### src/rtl/ifu_fetch_pkg.sv
// ifu_fetch_pkg: shared types and constants for the instruction fetch unit
package ifu_fetch_pkg;

    localparam int          INSTR_W          = 32;
    localparam logic [31:0] RESET_PC_DEFAULT = 32'h8000_0000;

    typedef enum logic [1:0] {
        S_REQ,
        S_WAIT,
        S_HOLD
    } ifu_state_e;

endpackage

### src/rtl/ifu_fetch_if.sv
// ifu_fetch_if: imem request/response, decode handoff and EXU steering signals
interface ifu_fetch_if
    import ifu_fetch_pkg::*;
#(
    parameter int XLEN = 32
);

    logic               imem_req_valid;
    logic               imem_req_ready;
    logic [XLEN-1:0]    imem_req_addr;
    logic               imem_rsp_valid;
    logic [INSTR_W-1:0] imem_rsp_data;
    logic               ifu_valid;
    logic               ifu_ready;
    logic [XLEN-1:0]    ifu_pc;
    logic [INSTR_W-1:0] ifu_instr;
    logic               pc_branch;
    logic [XLEN-1:0]    target_pc;
    logic               redirect_valid;
    logic [XLEN-1:0]    redirect_pc;

    modport master (
        output imem_req_valid, imem_req_addr, ifu_valid, ifu_pc, ifu_instr,
        input  imem_req_ready, imem_rsp_valid, imem_rsp_data, ifu_ready,
               pc_branch, target_pc, redirect_valid, redirect_pc
    );

    modport slave (
        input  imem_req_valid, imem_req_addr, ifu_valid, ifu_pc, ifu_instr,
        output imem_req_ready, imem_rsp_valid, imem_rsp_data, ifu_ready,
               pc_branch, target_pc, redirect_valid, redirect_pc
    );

endinterface

### src/rtl/ifu_fetch.sv
// ifu_fetch: single-outstanding fetch FSM with branch steering and killable redirect
module ifu_fetch
    import ifu_fetch_pkg::*;
#(
    parameter int              XLEN     = 32,
    parameter logic [XLEN-1:0] RESET_PC = XLEN'(RESET_PC_DEFAULT)
) (
    input logic         clk,
    input logic         rst,
    ifu_fetch_if.master io_fetch
);

    ifu_state_e         r_state, w_state_nxt;
    logic [XLEN-1:0]    r_pc, w_pc_nxt;
    logic [XLEN-1:0]    w_redirect_pc, w_target_pc;
    logic [INSTR_W-1:0] r_instr, w_instr_nxt;
    logic               r_drop, w_drop_nxt;

    assign w_redirect_pc           = io_fetch.redirect_pc & ~XLEN'(3);
    assign w_target_pc             = io_fetch.target_pc & ~XLEN'(3);
    assign io_fetch.imem_req_valid = !rst && r_state == S_REQ;
    assign io_fetch.imem_req_addr  = r_pc;
    assign io_fetch.ifu_valid      = !rst && r_state == S_HOLD;
    assign io_fetch.ifu_pc         = r_pc;
    assign io_fetch.ifu_instr      = r_instr;

    // Next state, PC and drop flag; a redirect outranks every other event
    always_comb begin
        w_state_nxt = r_state;
        w_pc_nxt    = r_pc;
        w_instr_nxt = r_instr;
        w_drop_nxt  = r_drop;
        unique case (r_state)
            S_REQ: begin
                if (io_fetch.imem_req_ready) begin
                    w_state_nxt = S_WAIT;
                    w_drop_nxt  = io_fetch.redirect_valid;
                end
                if (io_fetch.redirect_valid) w_pc_nxt = w_redirect_pc;
            end
            S_WAIT: begin
                if (io_fetch.imem_rsp_valid) begin
                    w_drop_nxt = 1'b0;
                    if (r_drop || io_fetch.redirect_valid) begin
                        w_state_nxt = S_REQ;
                    end else begin
                        w_state_nxt = S_HOLD;
                        w_instr_nxt = io_fetch.imem_rsp_data;
                    end
                end else if (io_fetch.redirect_valid) begin
                    w_drop_nxt = 1'b1;
                end
                if (io_fetch.redirect_valid) w_pc_nxt = w_redirect_pc;
            end
            S_HOLD: begin
                if (io_fetch.redirect_valid) begin
                    w_pc_nxt    = w_redirect_pc;
                    w_state_nxt = S_REQ;
                end else if (io_fetch.ifu_ready) begin
                    w_pc_nxt    = io_fetch.pc_branch ? w_target_pc : r_pc + XLEN'(4);
                    w_state_nxt = S_REQ;
                end
            end
            default: w_state_nxt = S_REQ;
        endcase
    end

    // State registers with synchronous reset to the boot PC
    always_ff @(posedge clk) begin
        if (rst) begin
            r_state <= S_REQ;
            r_pc    <= RESET_PC;
            r_instr <= '0;
            r_drop  <= 1'b0;
        end else begin
            r_state <= w_state_nxt;
            r_pc    <= w_pc_nxt;
            r_instr <= w_instr_nxt;
            r_drop  <= w_drop_nxt;
        end
    end

endmodule

### src/flat_wrapper.sv
// flat-port wrapper written by rule: the top's interface ports become plain ports
module ifu_fetch_flat import ifu_fetch_pkg::*;
#(
    parameter int              XLEN     = 32,
    parameter logic [XLEN-1:0] RESET_PC = XLEN'(RESET_PC_DEFAULT)
)
  (clk, rst, io_fetch_imem_req_valid, io_fetch_imem_req_addr, io_fetch_ifu_valid, io_fetch_ifu_pc, io_fetch_ifu_instr, io_fetch_imem_req_ready, io_fetch_imem_rsp_valid, io_fetch_imem_rsp_data, io_fetch_ifu_ready, io_fetch_pc_branch, io_fetch_target_pc, io_fetch_redirect_valid, io_fetch_redirect_pc);
  ifu_fetch_if #(.XLEN(XLEN)) io_fetch_i ();
  input logic clk;
  input logic rst;
  output wire logic [$bits(io_fetch_i.imem_req_valid)-1:0] io_fetch_imem_req_valid;
  output wire logic [$bits(io_fetch_i.imem_req_addr)-1:0] io_fetch_imem_req_addr;
  output wire logic [$bits(io_fetch_i.ifu_valid)-1:0] io_fetch_ifu_valid;
  output wire logic [$bits(io_fetch_i.ifu_pc)-1:0] io_fetch_ifu_pc;
  output wire logic [$bits(io_fetch_i.ifu_instr)-1:0] io_fetch_ifu_instr;
  input wire logic [$bits(io_fetch_i.imem_req_ready)-1:0] io_fetch_imem_req_ready;
  input wire logic [$bits(io_fetch_i.imem_rsp_valid)-1:0] io_fetch_imem_rsp_valid;
  input wire logic [$bits(io_fetch_i.imem_rsp_data)-1:0] io_fetch_imem_rsp_data;
  input wire logic [$bits(io_fetch_i.ifu_ready)-1:0] io_fetch_ifu_ready;
  input wire logic [$bits(io_fetch_i.pc_branch)-1:0] io_fetch_pc_branch;
  input wire logic [$bits(io_fetch_i.target_pc)-1:0] io_fetch_target_pc;
  input wire logic [$bits(io_fetch_i.redirect_valid)-1:0] io_fetch_redirect_valid;
  input wire logic [$bits(io_fetch_i.redirect_pc)-1:0] io_fetch_redirect_pc;
  assign io_fetch_imem_req_valid = io_fetch_i.imem_req_valid;
  assign io_fetch_imem_req_addr = io_fetch_i.imem_req_addr;
  assign io_fetch_ifu_valid = io_fetch_i.ifu_valid;
  assign io_fetch_ifu_pc = io_fetch_i.ifu_pc;
  assign io_fetch_ifu_instr = io_fetch_i.ifu_instr;
  assign io_fetch_i.imem_req_ready = io_fetch_imem_req_ready;
  assign io_fetch_i.imem_rsp_valid = io_fetch_imem_rsp_valid;
  assign io_fetch_i.imem_rsp_data = io_fetch_imem_rsp_data;
  assign io_fetch_i.ifu_ready = io_fetch_ifu_ready;
  assign io_fetch_i.pc_branch = io_fetch_pc_branch;
  assign io_fetch_i.target_pc = io_fetch_target_pc;
  assign io_fetch_i.redirect_valid = io_fetch_redirect_valid;
  assign io_fetch_i.redirect_pc = io_fetch_redirect_pc;
  ifu_fetch #(.XLEN(XLEN), .RESET_PC(RESET_PC)) u_core (.clk(clk), .rst(rst), .io_fetch(io_fetch_i));
endmodule
### config.mk
export PLATFORM = sky130hd
export DESIGN_NAME = ifu_fetch_flat
export DESIGN_NICKNAME = d
export VERILOG_FILES = /design/src/rtl/ifu_fetch_pkg.sv /design/src/rtl/ifu_fetch_if.sv /design/src/rtl/ifu_fetch.sv /design/src/flat_wrapper.sv
export SDC_FILE = /design/constraint.sdc
export NUM_CORES = 1
export LEC_CHECK = 0
export ABC_AREA = 1
export ABC_CLOCK_PERIOD_IN_PS = 2200
export CELL_PAD_IN_SITES_DETAIL_PLACEMENT = 1
export CELL_PAD_IN_SITES_GLOBAL_PLACEMENT = 1
export CORE_MARGIN = 4
export CORE_UTILIZATION = 29
export CTS_BUF_LIST = sky130_fd_sc_hd__clkbuf_8
export DETAILED_ROUTE_END_ITERATION = 8
export GPL_ROUTABILITY_DRIVEN = 0
export HOLD_SLACK_MARGIN = 0.15
export MAX_ROUTING_LAYER = met4
export PLACE_DENSITY_LB_ADDON = 0.2
export SLEW_MARGIN = 25
export SYNTH_ARGS = -nofsm -noshare
export SYNTH_HDL_FRONTEND = slang
export SYNTH_SLANG_ARGS = --single-unit
### constraint.sdc
create_clock -name clk -period 2.2 [get_ports clk]
set_input_delay 0.44 -clock clk [delete_from_list [all_inputs] [get_ports clk]]
set_output_delay 0.44 -clock clk [all_outputs]
set_load 0.01 [all_outputs]
Run 1, signal metal coverage by tile:
The die is cut into 25 by 25 equal tiles; dark blue is low, red is high, scaled to the fullest tile. Values are wire area over tile area, all layers added.
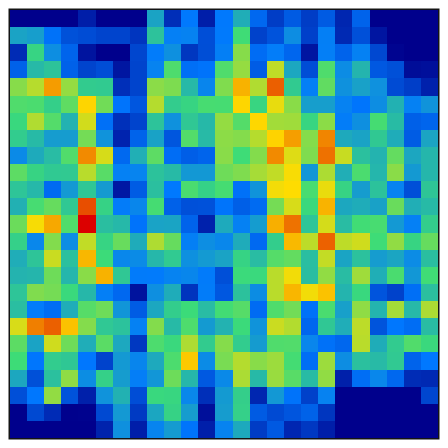
nearly empty tiles: 7.0%
tiles over half the peak: 28%
fullest tile: 0.43
mean over tiles: 0.16

Run 1, sequential cells coloured by netlist name:
Scale bar: 20 um.
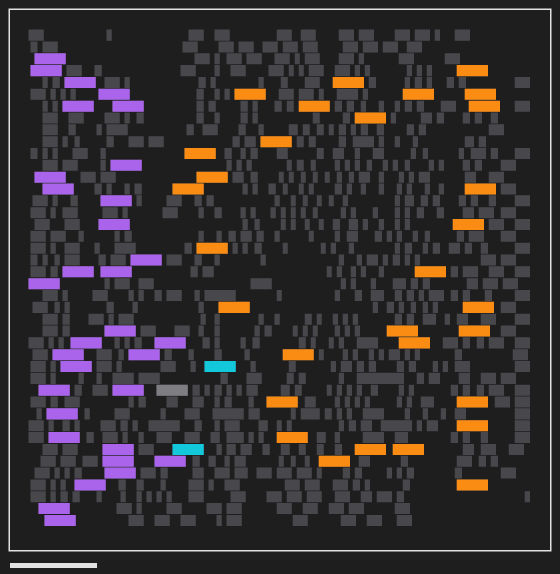
[`u_core.r_state`] cyan | placed flops: 2
[`u_core.io_fetch.ifu_instr`] purple | placed flops: 32 | where: a column on the left
[`u_core.io_fetch.ifu_pc`] orange | placed flops: 30
not coloured: 1
sequential cell area share: 21.6%
total sequential power: 1.34 mW

==> results.toml, run 1 <==
# flow metrics
[outcome]
status = "finished clean"

[placement]
place_area_um2 = 5850

[final_timing]
layout_setup_ws_ns = 0.118
fmax_mhz = 480
period_needed_ns = 2.08
maxSlewViolCount = 0

[finish]
flop_area_um2 = 1300
layout.cells.most_common = "clkdlybuf4s50_1"
fill_cells = 1709

[critical_path]
r2r-end = "u_core.io_fetch.ifu_pc[28]"
critPathMaxStageDelay_ns = 0.57
slowest_stage = "clkdlybuf4s50_1"
ff2ff_setup_slack_ns = 0.37
critPathCapture = "io_fetch_imem_req_valid"

[pwr]
p_per_area_nw_per_um2 = 514
pwr-share-comb_pct = 24.1

[routing]
viasPerCell = 4.83
drc_errors = 0

[cts]
cts_made_buffers = 9
worstSkewPairLatency_ns = 0.35

[yosys]
ys_ff = 65
syn-mean-instance-area_um2 = 6.29
yosys_warnings = 0
synth.mux.area_fraction_pct = 0
yosysMostFrequentCell = "nor2_1"

[floorplan]
coreArea_um2 = 13200
num_rows = 42
Run 1, routed clock nets over the placement:
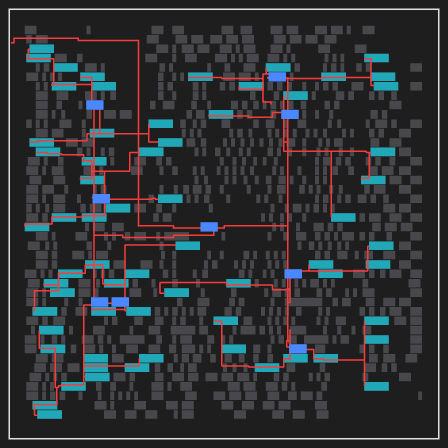
[clock wires] red | length: 1080 um
[clock drivers] blue | count: 9
[flip-flops] cyan | count: 65
routed clock nets: 10
Setup Skew: 0.00521 ns
clock power share: 32.7%

-- run 1: tightest hold or removal path, cell delays in order, from the launching register on --
cell and delay, ns:
dfxtp_1 0.32, nand2_1 0.06, a21oi_1 0.05
-- run 1: cell type report --
| class | count | area share (%) |
|---|---|---|
| Multi-Input combinational cell | 468 | 35.3 |
| Inverter | 30 | 1.91 |
| Clock inverter | 4 | 0.768 |
| Timing Repair Buffer | 208 | 34.5 |
| Sequential cell | 65 | 21.6 |
| Tap cell | 176 | 3.65 |
| Clock buffer | 10 | 2.28 |
-- run 1: metal layers --
metal / global-route usage (%) / share of wire, %
met4: 6.50 / 1.5
met3: 6.36 / 7.9
met2: 34.5 / 48
met5: - / 0
met1: 23.2 / 42
==> run 2, diff against run 1 <==
CTS_CLUSTER_SIZE = 10   (was not set)
SKIP_LAST_GASP = 1   (was not set)
Run 2, signal metal coverage by tile:
The die is cut into 25 by 25 equal tiles; dark blue is low, red is high, scaled to the fullest tile. Values are wire area over tile area, all layers added.
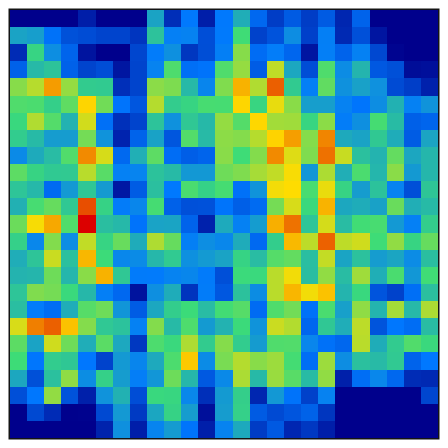
fullest tile: 0.43
nearly empty tiles: 7.0%
tiles over half the peak: 28%

Run 2, cell sizes after repair:
Scale bar: 20 um.
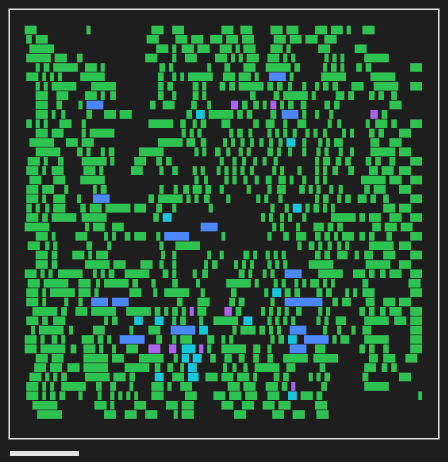
[_2 cells] purple | cells: 9
[_6 and larger] blue | cells: 15
[_3 and _4 cells] cyan | cells: 17
[_0 and _1 cells] green | cells: 744

Run 2, cell outlines without signal wires:
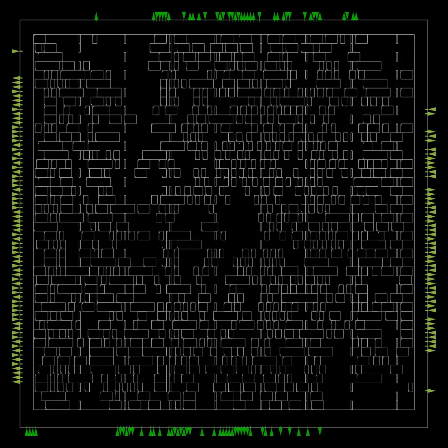
# fillers: 1709
Placeable Area: 13200 um2

==> run 2 against run 1 <==
Sequential share of layout area stayed put. Largest cell class unchanged. Critical endpoint unchanged. Clock power hardly changed. First-iteration DRC count stayed put. Critical path depth stayed put. Utilization stayed put. Final cell count stayed put.
==> results.toml, run 2 <==
# flow metrics
[outcome]
status = "finished clean"

[routing]
wl_met3_um = 1200
drc_errors = 0
met2_length_um = 7360
wl_met1_um = 6410

[floorplan]
tap_cells = 176
num_rows = 42

[finish]
clkCellAreaFrac_pct = 3.05
comb_cells = 468
layout.cells.most_common = "clkdlybuf4s50_1"
seq_share_pct = 21.6
ff_count = 65
flop_area_um2 = 1300
buffers = 208
nonClkBufAreaFrac_pct = 34.5
nonClockInverterCount = 30
nClkBuffers = 10

[global_route]
grt.busiest_layer = "met2"
met1_usage_pct = 23.2
met3_usage_pct = 6.36

[placement]
place_area_um2 = 5850

[yosys]
yosysMostFrequentCell = "nor2_1"
syn-mean-instance-area_um2 = 6.29
yosys_warnings = 0

[critical_path]
critPathMaxStageDelay_ns = 0.57
r2r-end = "u_core.io_fetch.ifu_pc[28]"
critPathCapture = "io_fetch_imem_req_valid"
ff2ff_setup_slack_ns = 0.37

[final_timing]
maxSlewViolCount = 0
period_needed_ns = 2.08
skew_ns = 0.00521
fmax_mhz = 480

[cts]
cts_made_buffers = 9

[pwr]
p_per_area_nw_per_um2 = 514
==> run 2: kinds of logic after synthesis <==
logic type / after synthesis / synth area share [%]
buffers and inverters: 91 / 12.6
DFF: 65 / 33.3
other: 1 / 0.0959
xor gates and xnor gates: 5 / 1.12
and+or+nand+nor: 316 / 33.5
adders and majority gates: 1 / 0.320
AOI/OAI and AO/OA: 142 / 19.0
==> run 2: power groups by stage <==
stage	Clock [mW]	Combinational (mW)	Sequential, mW
floorplan	0	0.308	1.37
global placement	0	0.740	1.36
detailed placement	0	0.753	1.37
CTS	1.05	0.758	1.34
global route	1.12	0.816	1.36
finish	1.01	0.746	1.34
==> run 2: tightest hold or removal path: cells and delay by family (launching register included) <==
family             cells  cell delay [ns]
AOI/OAI and AO/OA      1             0.05
DFF                    1             0.32
and+or+nand+nor        1             0.06
Power is estimated from default activity; no workload was simulated.
